### The metal 4 layer

Scale: 3 px per µm.
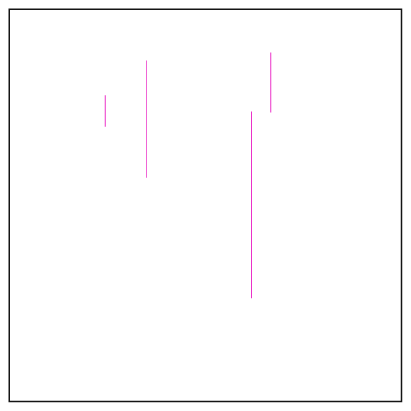
### Wiring by layer

Scale: 2 px per µm. Two of the layers only.
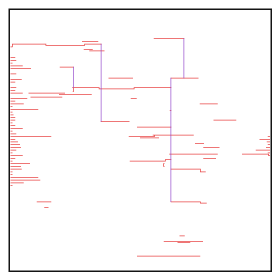
### Ports around the boundary

Scale: 3 px per µm. Pins as bars across the die edge, other pins in grey.
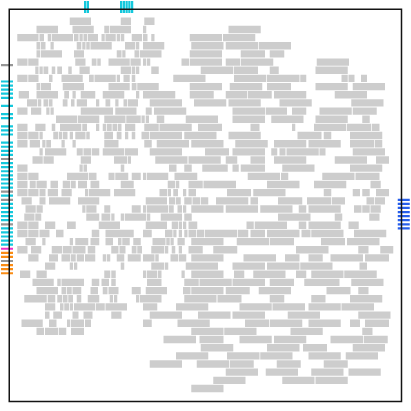
## config.mk

```make
export PLATFORM = sky130hd
export DESIGN_NAME = qpsk_frame_parser_flat
export DESIGN_NICKNAME = d
export VERILOG_FILES = /design/src/rtl/qpsk_pkg.sv /design/src/rtl/qpsk_frame_parser_if.sv /design/src/rtl/qpsk_byte_fifo.sv /design/src/rtl/qpsk_frame_parser.sv /design/src/flat_wrapper.sv
export SDC_FILE = /design/constraint.sdc
export NUM_CORES = 1
export LEC_CHECK = 0
export CORE_MARGIN = 2
export CORE_UTILIZATION = 45
export CTS_BUF_LIST = sky130_fd_sc_hd__clkbuf_4 sky130_fd_sc_hd__clkbuf_8
export DETAILED_ROUTE_END_ITERATION = 8
export SLEW_MARGIN = 20
export SYNTH_ARGS = -nofsm -noshare
export SYNTH_HDL_FRONTEND = slang
export SYNTH_SLANG_ARGS = --single-unit
```

## constraint.sdc

```tcl
create_clock -name clk -period 3 [get_ports clk]
set_clock_uncertainty 0.1 [all_clocks]
set_input_delay 0.3 -clock clk [delete_from_list [all_inputs] [get_ports clk]]
set_output_delay 0.3 -clock clk [all_outputs]
set_load 0.005 [all_outputs]
```

## src/rtl/qpsk_pkg.sv

```systemverilog
// Shared definitions for the QPSK receive-side frame parser: FSM encoding,
// frame field positions, default delimiters and a frame delimiter check.
package qpsk_pkg;

    typedef enum logic [1:0] {
        ST_IDLE  = 2'd0,
        ST_PUSH0 = 2'd1,
        ST_PUSH1 = 2'd2,
        ST_PUSH2 = 2'd3
    } parser_state_e;

    localparam int FRAME_W  = 40;
    localparam int HDR_MSB  = 39;
    localparam int HDR_LSB  = 32;
    localparam int PAY_MSB  = 31;
    localparam int PAY_LSB  = 8;
    localparam int TAIL_MSB = 7;
    localparam int TAIL_LSB = 0;

    localparam logic [7:0] DEFAULT_HEADER = 8'hFF;
    localparam logic [7:0] DEFAULT_TAIL   = 8'hFF;
    localparam int         PAYLOAD_BYTES  = 3;

    function automatic logic frame_ok(input logic [FRAME_W-1:0] frame,
                                      input logic [7:0] hdr,
                                      input logic [7:0] tail);
        return (frame[HDR_MSB:HDR_LSB] == hdr) && (frame[TAIL_MSB:TAIL_LSB] == tail);
    endfunction

endpackage

```

## src/rtl/qpsk_frame_parser_if.sv

```systemverilog
// Frame-in / byte-stream-out bundle of the frame parser. The slave modport is the
// parser; the master modport is the demodulator/consumer side driving it.
interface qpsk_frame_parser_if #(
    parameter int FIFO_DEPTH = 16
);
    localparam int LVL_W = $clog2(FIFO_DEPTH) + 1;

    logic [39:0]      para_in;
    logic             para_vld;
    logic [7:0]       byte_out;
    logic             byte_vld;
    logic             byte_rdy;
    logic             frame_err;
    logic             frame_drop;
    logic [LVL_W-1:0] fifo_level;

    modport master (
        output para_in, para_vld, byte_rdy,
        input  byte_out, byte_vld, frame_err, frame_drop, fifo_level
    );

    modport slave (
        input  para_in, para_vld, byte_rdy,
        output byte_out, byte_vld, frame_err, frame_drop, fifo_level
    );
endinterface

```

## src/rtl/qpsk_byte_fifo.sv

```systemverilog
// Synchronous show-ahead byte FIFO; fullness is tracked by an occupancy count so
// pointers can simply wrap modulo DEPTH.
module qpsk_byte_fifo #(
    parameter int DEPTH = 16,
    parameter int WIDTH = 8,
    parameter int LVL_W = $clog2(DEPTH) + 1
) (
    input  logic             clk,
    input  logic             rst,
    input  logic             push,
    input  logic [WIDTH-1:0] push_data,
    input  logic             pop,
    output logic [WIDTH-1:0] head,
    output logic             vld,
    output logic [LVL_W-1:0] level
);
    localparam int PTR_W = $clog2(DEPTH);

    logic [WIDTH-1:0] mem_q [DEPTH];
    logic [PTR_W-1:0] wr_ptr_q, wr_ptr_d, rd_ptr_q, rd_ptr_d;
    logic [LVL_W-1:0] level_q, level_d;
    logic             push_ok_s, pop_ok_s;

    assign pop_ok_s  = pop && (level_q != {LVL_W{1'b0}});
    assign push_ok_s = push && ((level_q != LVL_W'(DEPTH)) || pop_ok_s);

    // Pointer and occupancy next-state
    always_comb begin
        wr_ptr_d = wr_ptr_q;
        rd_ptr_d = rd_ptr_q;
        level_d  = level_q;
        if (push_ok_s) begin
            wr_ptr_d = wr_ptr_q + PTR_W'(1);
        end else begin
            wr_ptr_d = wr_ptr_q;
        end
        if (pop_ok_s) begin
            rd_ptr_d = rd_ptr_q + PTR_W'(1);
        end else begin
            rd_ptr_d = rd_ptr_q;
        end
        case ({push_ok_s, pop_ok_s})
            2'b10:   level_d = level_q + LVL_W'(1);
            2'b01:   level_d = level_q - LVL_W'(1);
            default: level_d = level_q;
        endcase
    end

    // Pointer and occupancy registers
    always_ff @(posedge clk) begin
        if (rst) begin
            wr_ptr_q <= {PTR_W{1'b0}};
            rd_ptr_q <= {PTR_W{1'b0}};
            level_q  <= {LVL_W{1'b0}};
        end else begin
            wr_ptr_q <= wr_ptr_d;
            rd_ptr_q <= rd_ptr_d;
            level_q  <= level_d;
        end
    end

    // Storage; contents need no reset because the head is masked while empty
    always_ff @(posedge clk) begin
        if (push_ok_s) begin
            mem_q[wr_ptr_q] <= push_data;
        end
    end

    assign vld   = (level_q != {LVL_W{1'b0}});
    assign head  = vld ? mem_q[rd_ptr_q] : {WIDTH{1'b0}};
    assign level = level_q;

endmodule

```

## src/rtl/qpsk_frame_parser.sv

```systemverilog
// Receive frame parser: checks header/tail of each 40-bit frame and serialises the
// three payload bytes into a show-ahead FIFO. Optional counters: QPSK_PARSER_STATS_EN.
module qpsk_frame_parser
    import qpsk_pkg::*;
#(
    parameter int         FIFO_DEPTH = 16,
    parameter logic [7:0] HEADER     = DEFAULT_HEADER,
    parameter logic [7:0] TAIL       = DEFAULT_TAIL
) (
    input  logic                clk,
    input  logic                rst,
`ifdef QPSK_PARSER_STATS_EN
    output logic [15:0]         ok_cnt,
    output logic [15:0]         err_cnt,
`endif
    qpsk_frame_parser_if.slave  bus
);
    localparam int LVL_W = $clog2(FIFO_DEPTH) + 1;
    localparam int SP_W  = LVL_W + 1;

    parser_state_e    state_q, state_d;
    logic [23:0]      payload_q, payload_d;
    logic             frame_err_q, frame_err_d;
    logic             frame_drop_q, frame_drop_d;
    logic             push_s, pop_s, good_s, room_s;
    logic [7:0]       push_data_s;
    logic [LVL_W-1:0] level_s;
    logic [SP_W-1:0]  free_s;

    assign good_s = frame_ok(bus.para_in, HEADER, TAIL);
    assign pop_s  = bus.byte_vld && bus.byte_rdy;
    // A byte leaving this cycle frees its slot in time for the first payload write
    assign free_s = SP_W'(FIFO_DEPTH) - {1'b0, level_s} + {{(SP_W-1){1'b0}}, pop_s};
    assign room_s = (free_s >= SP_W'(PAYLOAD_BYTES));

    // State and status registers
    always_ff @(posedge clk) begin
        if (rst) begin
            state_q      <= ST_IDLE;
            payload_q    <= 24'h000000;
            frame_err_q  <= 1'b0;
            frame_drop_q <= 1'b0;
        end else begin
            state_q      <= state_d;
            payload_q    <= payload_d;
            frame_err_q  <= frame_err_d;
            frame_drop_q <= frame_drop_d;
        end
    end

    // Next-state logic
    always_comb begin
        state_d = state_q;
        case (state_q)
            ST_IDLE: begin
                if (bus.para_vld && good_s && room_s) begin
                    state_d = ST_PUSH0;
                end else begin
                    state_d = ST_IDLE;
                end
            end
            ST_PUSH0: state_d = ST_PUSH1;
            ST_PUSH1: state_d = ST_PUSH2;
            ST_PUSH2: state_d = ST_IDLE;
            default:  state_d = ST_IDLE;
        endcase
    end

    // Output logic: payload capture, FIFO writes, status pulses
    always_comb begin
        payload_d    = payload_q;
        frame_err_d  = 1'b0;
        frame_drop_d = 1'b0;
        push_s       = 1'b0;
        push_data_s  = 8'h00;
        if (bus.para_vld) begin
            if (!good_s) begin
                frame_err_d = 1'b1;
            end else if ((state_q != ST_IDLE) || !room_s) begin
                frame_drop_d = 1'b1;
            end else begin
                frame_drop_d = 1'b0;
            end
        end else begin
            frame_err_d = 1'b0;
        end
        if ((state_q == ST_IDLE) && bus.para_vld) begin
            payload_d = bus.para_in[PAY_MSB:PAY_LSB];
        end else begin
            payload_d = payload_q;
        end
        case (state_q)
            ST_PUSH0: begin push_s = 1'b1; push_data_s = payload_q[23:16]; end
            ST_PUSH1: begin push_s = 1'b1; push_data_s = payload_q[15:8];  end
            ST_PUSH2: begin push_s = 1'b1; push_data_s = payload_q[7:0];   end
            default:  begin push_s = 1'b0; push_data_s = 8'h00;            end
        endcase
    end

    qpsk_byte_fifo #(
        .DEPTH (FIFO_DEPTH),
        .WIDTH (8),
        .LVL_W (LVL_W)
    ) u_fifo (
        .clk       (clk),
        .rst       (rst),
        .push      (push_s),
        .push_data (push_data_s),
        .pop       (pop_s),
        .head      (bus.byte_out),
        .vld       (bus.byte_vld),
        .level     (level_s)
    );

    assign bus.fifo_level = level_s;
    assign bus.frame_err  = frame_err_q;
    assign bus.frame_drop = frame_drop_q;

`ifdef QPSK_PARSER_STATS_EN
    logic [15:0] ok_cnt_q, ok_cnt_d, err_cnt_q, err_cnt_d;

    // Saturating statistics next-state
    always_comb begin
        ok_cnt_d  = ok_cnt_q;
        err_cnt_d = err_cnt_q;
        if ((state_q == ST_IDLE) && (state_d == ST_PUSH0) && (ok_cnt_q != 16'hFFFF)) begin
            ok_cnt_d = ok_cnt_q + 16'd1;
        end else begin
            ok_cnt_d = ok_cnt_q;
        end
        if ((frame_err_d || frame_drop_d) && (err_cnt_q != 16'hFFFF)) begin
            err_cnt_d = err_cnt_q + 16'd1;
        end else begin
            err_cnt_d = err_cnt_q;
        end
    end

    // Statistics registers
    always_ff @(posedge clk) begin
        if (rst) begin
            ok_cnt_q  <= 16'h0000;
            err_cnt_q <= 16'h0000;
        end else begin
            ok_cnt_q  <= ok_cnt_d;
            err_cnt_q <= err_cnt_d;
        end
    end

    assign ok_cnt  = ok_cnt_q;
    assign err_cnt = err_cnt_q;
`endif

endmodule

```

## src/flat_wrapper.sv

```systemverilog
// flat-port wrapper written by rule: the top's interface ports become plain ports
module qpsk_frame_parser_flat import qpsk_pkg::*;
#(
    parameter int         FIFO_DEPTH = 16,
    parameter logic [7:0] HEADER     = DEFAULT_HEADER,
    parameter logic [7:0] TAIL       = DEFAULT_TAIL
)
  (clk, rst, bus_para_in, bus_para_vld, bus_byte_rdy, bus_byte_out, bus_byte_vld, bus_frame_err, bus_frame_drop, bus_fifo_level);
  qpsk_frame_parser_if #(.FIFO_DEPTH(FIFO_DEPTH)) bus_i ();
  input  logic clk;
  input  logic rst;
  input wire logic [$bits(bus_i.para_in)-1:0] bus_para_in;
  input wire logic [$bits(bus_i.para_vld)-1:0] bus_para_vld;
  input wire logic [$bits(bus_i.byte_rdy)-1:0] bus_byte_rdy;
  output wire logic [$bits(bus_i.byte_out)-1:0] bus_byte_out;
  output wire logic [$bits(bus_i.byte_vld)-1:0] bus_byte_vld;
  output wire logic [$bits(bus_i.frame_err)-1:0] bus_frame_err;
  output wire logic [$bits(bus_i.frame_drop)-1:0] bus_frame_drop;
  output wire logic [$bits(bus_i.fifo_level)-1:0] bus_fifo_level;
  assign bus_i.para_in = bus_para_in;
  assign bus_i.para_vld = bus_para_vld;
  assign bus_i.byte_rdy = bus_byte_rdy;
  assign bus_byte_out = bus_i.byte_out;
  assign bus_byte_vld = bus_i.byte_vld;
  assign bus_frame_err = bus_i.frame_err;
  assign bus_frame_drop = bus_i.frame_drop;
  assign bus_fifo_level = bus_i.fifo_level;
  qpsk_frame_parser #(.FIFO_DEPTH(FIFO_DEPTH), .HEADER(HEADER), .TAIL(TAIL)) u_core (.clk(clk), .rst(rst), .bus(bus_i));
endmodule
```

==> impl_metrics.ini <==
; yosys + openroad results
[outcome]
outcome = finished, final reports clean

[synthesis]
yosys.area_share.adder = 0.0272
synth_seq_share = 0.662
syn_nets = 548
postSynthAreaPerCell_um2 = 14.7
edf_count = 128
syn_inst = 489
ys_async_sr_fraction = 0
ys_cells = 489
ff_type = edfxtp_1
yosysChipArea_mm2 = 0.00717
xor_area_frac = 0.0110
yosys.area_share.aoi = 0.0686
synth_warnings = 0
yosysUniqueCellTypes = 45

[cells_and_area]
regArea_mm2 = 0.00475
fill_cells = 1282
clock_buffers = 17
largest_class = registers
buffers = 93
buffer_area_frac = 0.105
fin_cells = 798
sh_comb_area = 0.259
logic_area_mm2 = 0.00226
final-clk-cell-share = 0.0560
antenna_cells = 0
flops = 173
logic_gate_count = 272
seq_share = 0.544
syn_to_final_growth_pct = 21.8

[sta]
worst_slew_pin_slew_ps = 1060
hold_viol = 0
rsz0062_at_grt = no
period_minus_slack_ps = 2900
setup_viol = 0
worst_slack_ps = 103
fin_tns_setup_ps = 0

[die]
row_count = 46
initial_core_util = 0.456
die-area_mm2 = 0.0170

[placement]
gp_congestion = 0.821
hpwl_um = 9920
pre_cts_ws_ps = 356

[setup_path]
rr_endpoint = u_core.state_q[0]
crit_path_end_kind = output pin
slowest_stage = clkdlybuf4s50_1
cpPeakStageDelay_ps = 500
critPathBufInv = 2
cp_data_arrival_time_ps = 2500
cp_max_fo = 5

[drt]
viasPerCell = 5.32
drcViolationCount = 0
route.met3.wl_um = 705
dr.pass1.iters = 5
drt-met1-wl_um = 6700
highest_layer = met4

[cts]
cts-hold-fix-buffers = 0
clock_path_buffers = 2
insertion_delay_ps = 450
clkSinkCount = 173

[hold_path]
holdCritStartpoint = bus_para_in[15]
whs_path_depth = 3

[job]
cap_violations = 0

[global_route]
grt_max_degree = 33
antenna_found_initial = 0
gr-total-overflow = 0
grt_pass1_vias = 4275

[power]
powerDensity_mw_per_mm2 = 675
vdd_drop_max_v = 0.000578
p_total_w = 0.00590
Back to the opening pictures, 'The metal 4 layer':
The wires run mostly vertical. The longest straight run is 61.9 µm. 2 nets have wire on it. The layer carries 131 µm of wire. The layer holds 0.89% of the routed length.
WL final: 14,700 µm
DR vias: 4,248

Back to the opening pictures, 'Wiring by layer':
metal 4: drawn in purple, wire length 131 µm. metal 3: drawn in red, wire length 706 µm.
DR WL/cell: 18.4 µm
GRT Util Overall: 0.181

Back to the opening pictures, 'Ports around the boundary':
bus_fifo_level: drawn in orange, pins 5, direction output, edge left. bus_byte_vld: drawn in magenta, pins 1, direction output, edge left. bus_byte_out: drawn in blue, pins 8, direction output, edge right. bus_para_in: drawn in cyan, pins 40, direction input, edge 33 left, 7 top.
All pins by edge: 45 left, 8 right, 7 top.
Die H: 130 µm
port bufs: 59
die width: 130 µm

==> what timing repair did <==
item	CTS	global route
endpoints found under the setup margin	8	7
gates resized	2	7
gates cloned	1	0
buffers inserted	0	2
==> state kept, by name, indices dropped and copies added, names as in the netlist, named ones only <==
| register | cells |
|---|---|
| u_core.u_fifo.mem_q | 128 |
| u_core.payload_q | 24 |
| u_core.u_fifo.level | 5 |
| u_core.u_fifo.rd_ptr_q | 4 |
| u_core.u_fifo.wr_ptr_q | 4 |
| u_core.state_q | 2 |
| u_core.bus.frame_drop | 1 |
| u_core.bus.frame_err | 1 |
==> kinds of logic (layout without fill, tap and decap cells) <==
| family | after synthesis | in the layout |
|---|---|---|
| AND/OR/NAND/NOR | 133 | 133 |
| flip-flops | 173 | 173 |
| buffers and inverters | 44 | 137 |
| adder cells (fa/ha/maj) | 15 | 15 |
| XOR/XNOR | 9 | 9 |
| AND-OR/OR-AND | 69 | 69 |
| multiplexers | 46 | 46 |
==> Yosys cell counts, drive strengths merged (6+ instances only) <==
cell    count
a21oi      28
inv        12
nor3       11
clkbuf     20
buf        12
xor2        6
a222oi      8
edfxtp    128
ha         14
dfxtp      45
a211oi     19
mux2i      13
nand2      55
nor2b      11
nor2       34
mux4       32
==> routing by layer <==
layer  track usage  up-vias
met5             0        -
met4        0.0481        0
met3        0.0431       13
met2         0.298      118
met1         0.245     2104
li1              -     2013
==> report_power, final <==
group / leakage (nW) / internal, W / switching [W]
Combinational: 1.20 / 0.000638 / 0.000608
Clock: 0.241 / 0.00109 / 0.000864
Sequential: 1.78 / 0.00260 / 0.000101
==> layout by cell type (no fill, tap or decap), types with 2 or more instances in the layout <==
| cell type | n |
|---|---|
| edfxtp_1 | 128 |
| clkdlybuf4s50_1 | 56 |
| nand2_1 | 55 |
| dfxtp_1 | 42 |
| nor2_1 | 32 |
| mux4_2 | 32 |
| buf_4 | 29 |
| a21oi_1 | 28 |
| a211oi_1 | 18 |
| clkbuf_8 | 17 |
| ha_1 | 14 |
| inv_1 | 12 |
| mux2i_1 | 12 |
| nor2b_1 | 11 |
| nor3_1 | 11 |
| a222oi_1 | 8 |
| xor2_1 | 6 |
| bufinv_16 | 6 |
| nor3b_1 | 4 |
| nand4_1 | 4 |
| inv_6 | 4 |
| xnor2_1 | 3 |
| o211ai_1 | 3 |
| nand3_1 | 3 |
| dlymetal6s2s_1 | 3 |
| buf_12 | 3 |
| a21o_1 | 2 |
| nor2_2 | 2 |
| nand2b_1 | 2 |
| dfxtp_2 | 2 |
| clkinv_4 | 2 |
==> worst max path at each step <==
| stage | from | end |
|---|---|---|
| floorplan | u_core.u_fifo.level[0] | u_core.state_q[0] |
| global placement | flop | bus_byte_out[1] |
| detailed placement | u_core.u_fifo.level[1] | u_core.state_q[0] |
| CTS | flop | bus_byte_out[1] |
| global route | u_core.u_fifo.level[0] | bus_byte_out[2] |
| finish | flop | bus_byte_out[2] |
==> per-stage QoR <==
stage          instance area, µm²   util  hold slack (ps)
3_3_place_gp                 8160  0.519              344
6_report                     8740  0.556              286
5_1_grt                      8740  0.556              267
4_1_cts                      8680  0.553              260
2_1_floorplan                7170      -              336
3_5_place_dp                 8160  0.519              347
Power is estimated from default activity; no workload was simulated.
